File: config.mk
export PLATFORM = sky130hd
export DESIGN_NAME = tc1_multi
export DESIGN_NICKNAME = d
export VERILOG_FILES = /design/src/rtl/tc1_multi.sv
export SDC_FILE = /design/constraint.sdc
export NUM_CORES = 1
export LEC_CHECK = 0
export ABC_AREA = 1
export CAP_MARGIN = 20
export CORE_ASPECT_RATIO = 1.25
export CORE_MARGIN = 3
export CORE_UTILIZATION = 40
export DETAILED_ROUTE_END_ITERATION = 10
export DONT_BUFFER_PORTS = 1
export PLACE_DENSITY_LB_ADDON = 0.08
export SLEW_MARGIN = 20
export SYNTH_ARGS = -nofsm -noshare
export SYNTH_HDL_FRONTEND = slang
export SYNTH_SLANG_ARGS = --single-unit
File: constraint.sdc
create_clock -name clk -period 5.11 [get_ports clk]
set_input_delay 0.511 -clock clk [delete_from_list [all_inputs] [get_ports clk]]
set_output_delay 0.511 -clock clk [all_outputs]
set_load 0.005 [all_outputs]
File: src/rtl/tc1_multi.sv
// tc1_multi -- multi-channel MAX31855 (Pmod TC1) thermocouple reader.
//
// Several TC1 modules share one SCLK/MISO pair; each module has its own
// active-low chip select. SCLK is derived from clk by a counter, so there is
// no gated or generated clock. A read clocks in 14, 16 or 32 bits and then
// splits the captured word into the result registers. An optional auto-scan
// mode reads every channel in turn (32-bit reads) with SCAN_GAP idle cycles
// between transactions.
//
// Ports
//   clk, rst        system clock, asynchronous active-high reset
//   SCLK, MISO, CS  shared SPI clock (idle low), shared data in, per-channel selects
//   start, channel  one-shot request and its target channel (sampled in IDLE only)
//   mode            read length: 0 = 14 bit, 1 = 16 bit, 2/3 = 32 bit
//   auto            enable round-robin 32-bit scanning
//   busy            transaction accepted and not yet past the CS-high gap
//   valid, err      one-cycle pulses: results updated / request to a bad channel
//   ch_out          channel of the last completed read
//   temp_termoc     thermocouple temperature, 0.25 C/LSB, two's complement
//   temp_internal   cold-junction temperature, 0.0625 C/LSB, two's complement
//   status, fault   {SCV, SCG, OC} fault bits and the summary fault bit
module tc1_multi #(
  parameter int  CHANNELS = 4,
  parameter int  CLK_DIV  = 10,
  parameter int  SCAN_GAP = 1000,
  localparam int CH_W     = (CHANNELS > 1) ? $clog2(CHANNELS) : 1
) (
  input  logic                clk,
  input  logic                rst,
  output logic                SCLK,
  input  logic                MISO,
  output logic [CHANNELS-1:0] CS,
  input  logic                start,
  input  logic [CH_W-1:0]     channel,
  input  logic [1:0]          mode,
  input  logic                auto,
  output logic                busy,
  output logic                valid,
  output logic                err,
  output logic [CH_W-1:0]     ch_out,
  output logic [13:0]         temp_termoc,
  output logic [11:0]         temp_internal,
  output logic [2:0]          status,
  output logic                fault
);

  localparam int CNT_W  = $clog2(2 * CLK_DIV);
  localparam int SCAN_W = (SCAN_GAP > 1) ? $clog2(SCAN_GAP) : 1;

  localparam logic [CNT_W-1:0]  HALF_LAST = CNT_W'(CLK_DIV - 1);
  localparam logic [CNT_W-1:0]  FULL_LAST = CNT_W'(2 * CLK_DIV - 1);
  localparam logic [SCAN_W-1:0] SCAN_LAST = SCAN_W'(SCAN_GAP - 1);
  localparam logic [CH_W-1:0]   CH_LAST   = CH_W'(CHANNELS - 1);
  // One bit wider than channel so the range test is meaningful for any CHANNELS.
  localparam logic [CH_W:0]     CH_LIMIT  = (CH_W + 1)'(CHANNELS);

  typedef enum logic [1:0] {S_IDLE, S_SETUP, S_SHIFT, S_GAP} state_t;
  typedef enum logic [1:0] {LEN_STD, LEN_FLT, LEN_ALL} len_t;

  function automatic len_t len_of(input logic [1:0] m);
    case (m)
      2'd0:    return LEN_STD;
      2'd1:    return LEN_FLT;
      default: return LEN_ALL;
    endcase
  endfunction

  // Index of the final bit of a read (bit counter starts at 0).
  function automatic logic [5:0] last_bit(input len_t l);
    case (l)
      LEN_STD: return 6'd13;
      LEN_FLT: return 6'd15;
      default: return 6'd31;
    endcase
  endfunction

  function automatic logic [CHANNELS-1:0] cs_for(input logic [CH_W-1:0] ch);
    logic [CHANNELS-1:0] r;
    for (int i = 0; i < CHANNELS; i++) r[i] = (ch != CH_W'(i));
    return r;
  endfunction

  state_t              state_q, state_d;
  len_t                len_q, len_d;
  logic [CNT_W-1:0]    cnt_q, cnt_d;
  logic [5:0]          bit_q, bit_d;
  logic [SCAN_W-1:0]   scan_cnt_q, scan_cnt_d;
  logic [CH_W-1:0]     scan_q, scan_d;
  logic [CH_W-1:0]     ch_q, ch_d;
  logic [31:0]         sr_q, sr_d;
  logic                sclk_q, sclk_d;
  logic [CHANNELS-1:0] cs_q, cs_d;
  logic                busy_q, busy_d;
  logic                valid_q, valid_d;
  logic                err_q, err_d;
  logic [CH_W-1:0]     ch_out_q, ch_out_d;
  logic [13:0]         termoc_q, termoc_d;
  logic [11:0]         internal_q, internal_d;
  logic [2:0]          status_q, status_d;
  logic                fault_q, fault_d;

  logic                launch;
  logic [CH_W-1:0]     launch_ch;
  len_t                launch_len;

  always_comb begin
    // NOTE: every signal gets a default before the case so no path leaves it
    // unassigned; an unassigned path would infer a latch.
    state_d    = state_q;
    len_d      = len_q;
    cnt_d      = cnt_q;
    bit_d      = bit_q;
    scan_cnt_d = scan_cnt_q;
    scan_d     = scan_q;
    ch_d       = ch_q;
    sr_d       = sr_q;
    sclk_d     = sclk_q;
    cs_d       = cs_q;
    busy_d     = busy_q;
    valid_d    = 1'b0;
    err_d      = 1'b0;
    ch_out_d   = ch_out_q;
    termoc_d   = termoc_q;
    internal_d = internal_q;
    status_d   = status_q;
    fault_d    = fault_q;
    launch     = 1'b0;
    launch_ch  = channel;
    launch_len = len_of(mode);

    case (state_q)
      S_IDLE: begin
        // An explicit request wins over the scan timer and restarts it.
        if (start) begin
          scan_cnt_d = '0;
          if ({1'b0, channel} >= CH_LIMIT) err_d  = 1'b1;
          else                             launch = 1'b1;
        end else if (auto) begin
          if (scan_cnt_q == SCAN_LAST) begin
            scan_cnt_d = '0;
            launch     = 1'b1;
            launch_ch  = scan_q;
            launch_len = LEN_ALL;
            scan_d     = (scan_q == CH_LAST) ? '0 : scan_q + 1'b1;
          end else begin
            scan_cnt_d = scan_cnt_q + 1'b1;
          end
        end else begin
          scan_cnt_d = '0;
        end

        if (launch) begin
          state_d = S_SETUP;
          ch_d    = launch_ch;
          len_d   = launch_len;
          cnt_d   = '0;
          bit_d   = '0;
          busy_d  = 1'b1;
          cs_d    = cs_for(launch_ch);
        end
      end

      S_SETUP: begin
        if (cnt_q == HALF_LAST) begin
          state_d = S_SHIFT;
          cnt_d   = '0;
          sclk_d  = 1'b1;
          sr_d    = {sr_q[30:0], MISO};
        end else begin
          cnt_d = cnt_q + 1'b1;
        end
      end

      S_SHIFT: begin
        if (cnt_q == HALF_LAST) begin
          sclk_d = 1'b0;
          cnt_d  = cnt_q + 1'b1;
        end else if (cnt_q == FULL_LAST) begin
          cnt_d = '0;
          if (bit_q == last_bit(len_q)) begin
            // Low phase of the final bit is over: release CS and publish.
            state_d  = S_GAP;
            cs_d     = '1;
            valid_d  = 1'b1;
            ch_out_d = ch_q;
            case (len_q)
              LEN_STD: termoc_d = sr_q[13:0];
              LEN_FLT: begin
                termoc_d = sr_q[15:2];
                fault_d  = sr_q[0];
              end
              default: begin
                termoc_d   = sr_q[31:18];
                fault_d    = sr_q[16];
                internal_d = sr_q[15:4];
                status_d   = sr_q[2:0];
              end
            endcase
          end else begin
            // MISO is captured on the edge that raises SCLK; the module
            // changed it on the previous falling edge.
            bit_d  = bit_q + 1'b1;
            sclk_d = 1'b1;
            sr_d   = {sr_q[30:0], MISO};
          end
        end else begin
          cnt_d = cnt_q + 1'b1;
        end
      end

      S_GAP: begin
        // Keeps CS high for the module's minimum deselect time.
        if (cnt_q == FULL_LAST) begin
          state_d = S_IDLE;
          cnt_d   = '0;
          busy_d  = 1'b0;
        end else begin
          cnt_d = cnt_q + 1'b1;
        end
      end

      default: state_d = S_IDLE;
    endcase
  end

  // NOTE: state registers use non-blocking assignments so every flop samples
  // the pre-edge values, independent of statement order.
  always_ff @(posedge clk or posedge rst) begin
    if (rst) begin
      state_q    <= S_IDLE;
      len_q      <= LEN_STD;
      cnt_q      <= '0;
      bit_q      <= '0;
      scan_cnt_q <= '0;
      scan_q     <= '0;
      ch_q       <= '0;
      sr_q       <= '0;
      sclk_q     <= 1'b0;
      cs_q       <= '1;
      busy_q     <= 1'b0;
      valid_q    <= 1'b0;
      err_q      <= 1'b0;
      ch_out_q   <= '0;
      termoc_q   <= '0;
      internal_q <= '0;
      status_q   <= '0;
      fault_q    <= 1'b0;
    end else begin
      state_q    <= state_d;
      len_q      <= len_d;
      cnt_q      <= cnt_d;
      bit_q      <= bit_d;
      scan_cnt_q <= scan_cnt_d;
      scan_q     <= scan_d;
      ch_q       <= ch_d;
      sr_q       <= sr_d;
      sclk_q     <= sclk_d;
      cs_q       <= cs_d;
      busy_q     <= busy_d;
      valid_q    <= valid_d;
      err_q      <= err_d;
      ch_out_q   <= ch_out_d;
      termoc_q   <= termoc_d;
      internal_q <= internal_d;
      status_q   <= status_d;
      fault_q    <= fault_d;
    end
  end

  assign SCLK          = sclk_q;
  assign CS            = cs_q;
  assign busy          = busy_q;
  assign valid         = valid_q;
  assign err           = err_q;
  assign ch_out        = ch_out_q;
  assign temp_termoc   = termoc_q;
  assign temp_internal = internal_q;
  assign status        = status_q;
  assign fault         = fault_q;

endmodule

**Run 1: met1 routing**

Scale bar: 20 um. Cells faint in the background.
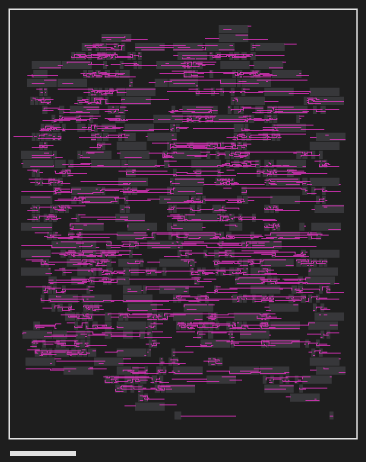
share of all routed wire	45%
main direction	horizontal
nets with wire on the layer	552
total wire length: 11200 um
routing usage on met1: 22.3%
vias: 3848

**Run 1: routing congestion map**

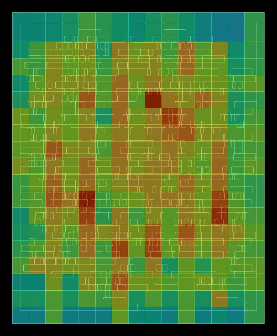
met3 Track Usage GR: 3.49%
grt peak-use layer: met2

**Run 1: wiring heat map**

The die is cut into 21 by 26 equal tiles; white is low, dark blue is high, scaled to the fullest tile. Values are wire area over tile area, all layers added.
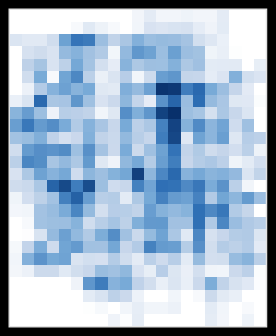
fullest tile	0.44
mean over tiles	0.13
nearly empty tiles	16%
emptiest ninth of the die	south-west
tiles over half the peak	20%
WL per Instance: 14.8 um
GRT Resource Usage Total: 17.4%

==> metrics.yaml, run 1 <==
yosys_warnings: 0
top_register: "sr_q"
rsz0062_at_grt: "false"
hpwl_um: 7720
syn_avg_cell_area_um2: 8.06
status: "finished, final reports clean"
synthFlopType: "dfrtp_1"
comb_power_mw: 0.835
drt_iter0_drc: 188
largest_reg_flops: 32
ant_nets: 0
gp_congestion: 0.795
setup_viol: 0
die_w_um: 105
layout.nets: 609
dpl_cell_area_mm2: 0.00496
grt_pass1_vias: 3715
drcViolationCount: 0
yosysTopAreaCellShare_pct: 49.2
peakVddDrop_mv: 0.311
worst_slew_pin_slew_ns: 1.07
seq_area_mm2: 0.00251
ys_seq_share_pct: 51.4
**Run 1: routed metal, one colour a layer**

Scale bar: 20 um. Only two layers are drawn.
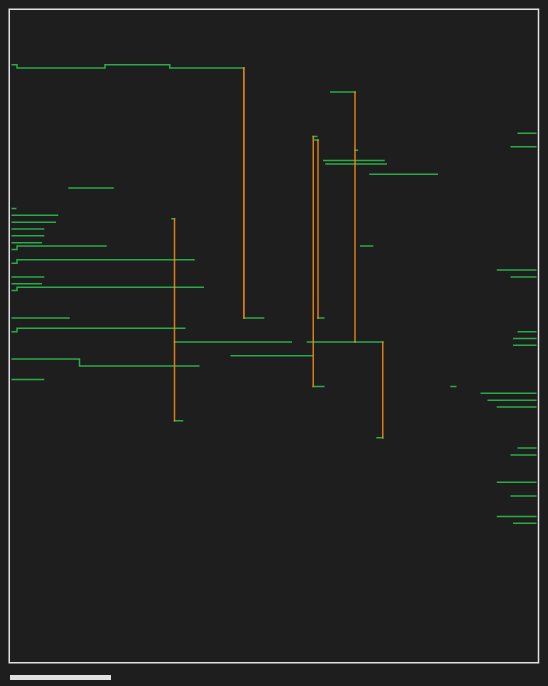

==> run 1 -> run 2 <==
==> constraint.sdc (replaced) <==
create_clock -name clk -period 3.6 [get_ports clk]
set_input_delay 0.36 -clock clk [delete_from_list [all_inputs] [get_ports clk]]
set_output_delay 0.36 -clock clk [all_outputs]
set_load 0.005 [all_outputs]
**Run 2: routed metal, one colour a layer**

Scale bar: 20 um. Only two layers are drawn.
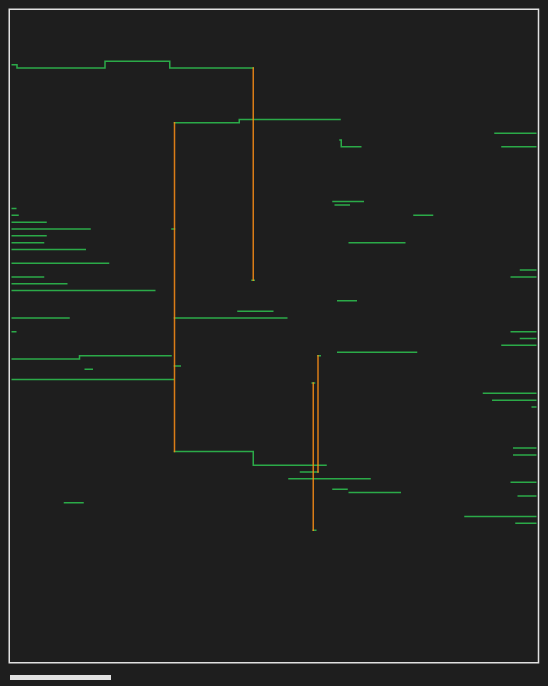
layer	colour	wire length
metal 4	orange	160 um
metal 3	green	518 um

==> run 2 against run 1 <==
Total power increased by 46%. Clock power increased by about 50%. First-iteration DRC count decreased by 8.5%. Register-to-register slack got worse by 0.85 ns. Area after synthesis unchanged. Worst setup slack got worse by 0.85 ns. Clock skew decreased by 0.00062 ns. Flip-flop count unchanged. Critical path depth decreased by 2. Cell count increased by 0.93%. Critical endpoint is now sr_q[0]. Largest power group unchanged.
==> metrics.yaml, run 2 <==
status: "finished, final reports clean"
hpwl_um: 8120  # +5.1%
yosysTopAreaCellShare_pct: 49.2  # unchanged
use_met3_pct: 4.63  # +1.1 points
top_usage_layer: "met2"
nFillCells: 1218
gp_congestion: 0.791  # -0.58%
drcViolationCount: 0  # unchanged
ys_seq_share_pct: 51.4  # unchanged
top_register: "sr_q"
diodes: 0
dpl_cell_area_mm2: 0.00501  # +1.1%
rsz0062_at_grt: "false"
grt_use_met1_pct: 22.3  # unchanged
synthFlopType: "dfrtp_1"
comb_power_mw: 1.26  # +51%
peakVddDrop_mv: 0.424  # +36%
post_drt_wl_per_cell_um: 14.9  # +0.88%
grt.total_usage_pct: 17.8  # +0.42 points
synth_area_mm2: 0.00488
dr_total_vias: 3905  # +1.5%
ant_nets: 0  # unchanged
drt_wl_total_um: 11400  # +1.8%
seq_area_mm2: 0.00251  # unchanged
die_w_um: 105  # unchanged
grt_pass1_vias: 3884  # +4.5%
cts-buffers-inserted: 9
layout.nets: 616  # +1.1%
drt_iter0_drc: 172  # -8.5%
yosys_warnings: 0  # unchanged
setup_viol: 0  # unchanged
worst_slew_pin_slew_ns: 0.866  # -0.208 ns
**Run 2: layout detail**

Scale bar: 5 um. Window x 69 to 89, y 87 to 107 um. Cells in grey, sequential cells in the stronger grey; small squares are vias.
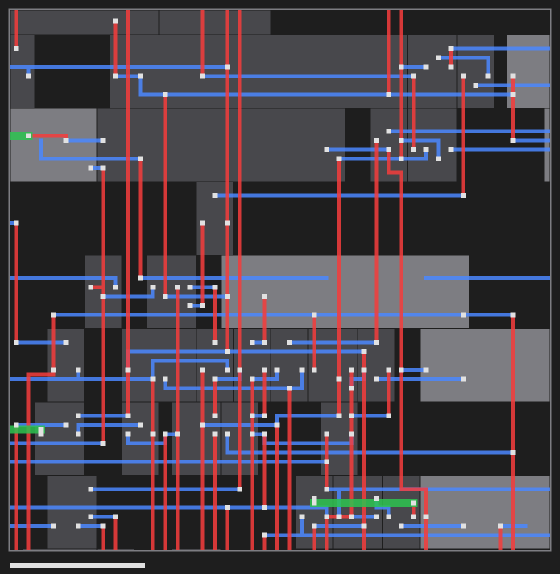

==> run 2 -> run 3 <==
==> constraint.sdc (replaced) <==
create_clock -name clk -period 2.8 [get_ports clk]
set_input_delay 0.28 -clock clk [delete_from_list [all_inputs] [get_ports clk]]
set_output_delay 0.28 -clock clk [all_outputs]
set_load 0.005 [all_outputs]
**Run 3: layout detail**

Scale bar: 5 um. Window x 69 to 89, y 87 to 107 um. Cells in grey, sequential cells in the stronger grey; small squares are vias.
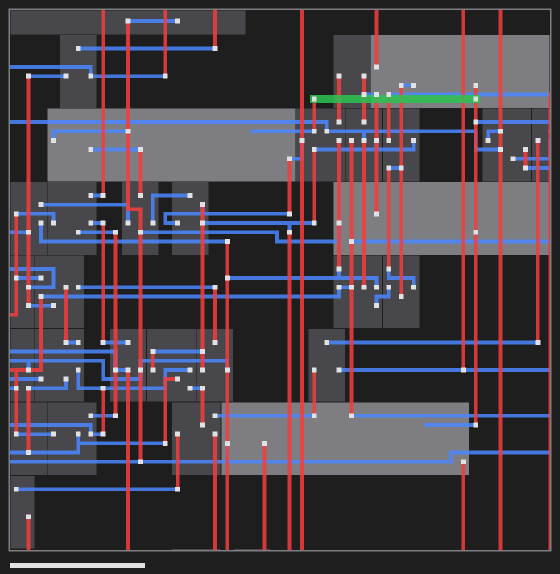
layer	colour
metal 2	red
metal 3	green
metal 1	blue
sequential cells in the window	4
most frequent	nand2_1 (13), nand3_1 (9), dfrtp_1 (4)
netlist names of flops here include	sr_q (4)
cells with their middle in the window	28

==> run 3 against run 2 <==
Routed wire length fell by 0.38%. Cell count increased by 0.52%. Synthesized cell count stayed put. Worst setup slack lost 0.28 ns. Area after synthesis unchanged. Non-clock buffer count increased by 4. Global-route usage decreased by 0.16 points. Critical path depth is the same.
==> metrics.yaml, run 3 <==
status: "finished, final reports clean"
rsz0062_at_grt: "false"
path_clk_slew_ns: 0.07
use_met3_pct: 5.08  # +0.45 points
worst-path-buf-inv: 0
drt_wl_total_um: 11300  # -0.38%
ys_sh_simple_pct: 31.4
layout.nets: 620  # +0.65%
drcViolationCount: 0  # unchanged
cts.sinks: 100
gp_congestion: 0.819  # +3.6%
top_usage_layer: "met2"
ant_nets: 0  # unchanged
drt_iter0_drc: 203  # +18%
yosysTopAreaCellShare_pct: 49.2  # unchanged
dpl_cell_area_mm2: 0.00505  # +0.72%
ys_cells: 606
ys_types: 38
cts-buffers-inserted: 9  # unchanged
hpwl_um: 7810  # -3.8%
ys_seq_share_pct: 51.4  # unchanged
post_drt_wl_per_cell_um: 14.8  # -0.90%
synthFlopType: "dfrtp_1"
yosys_warnings: 0  # unchanged
cts_tree: "yes"
crit_end: "bit_q[3]"
top_register: "sr_q"
peakVddDrop_mv: 0.553  # +30%
nFillCells: 1210  # -0.66%
synth_area_mm2: 0.00488  # unchanged
seq_area_mm2: 0.00251  # unchanged
grt.total_usage_pct: 17.7  # -0.16 points
area_growth_pct: 9.64
cts_resized: 0
diodes: 0  # unchanged
grt_use_met1_pct: 22.3  # unchanged
worst_slew_pin_slew_ns: 0.679  # -0.188 ns
dr_total_vias: 3898  # -0.18%
grt_pass1_vias: 3918  # +0.88%
die_w_um: 105  # unchanged
Power and IR drop assume default switching activity.
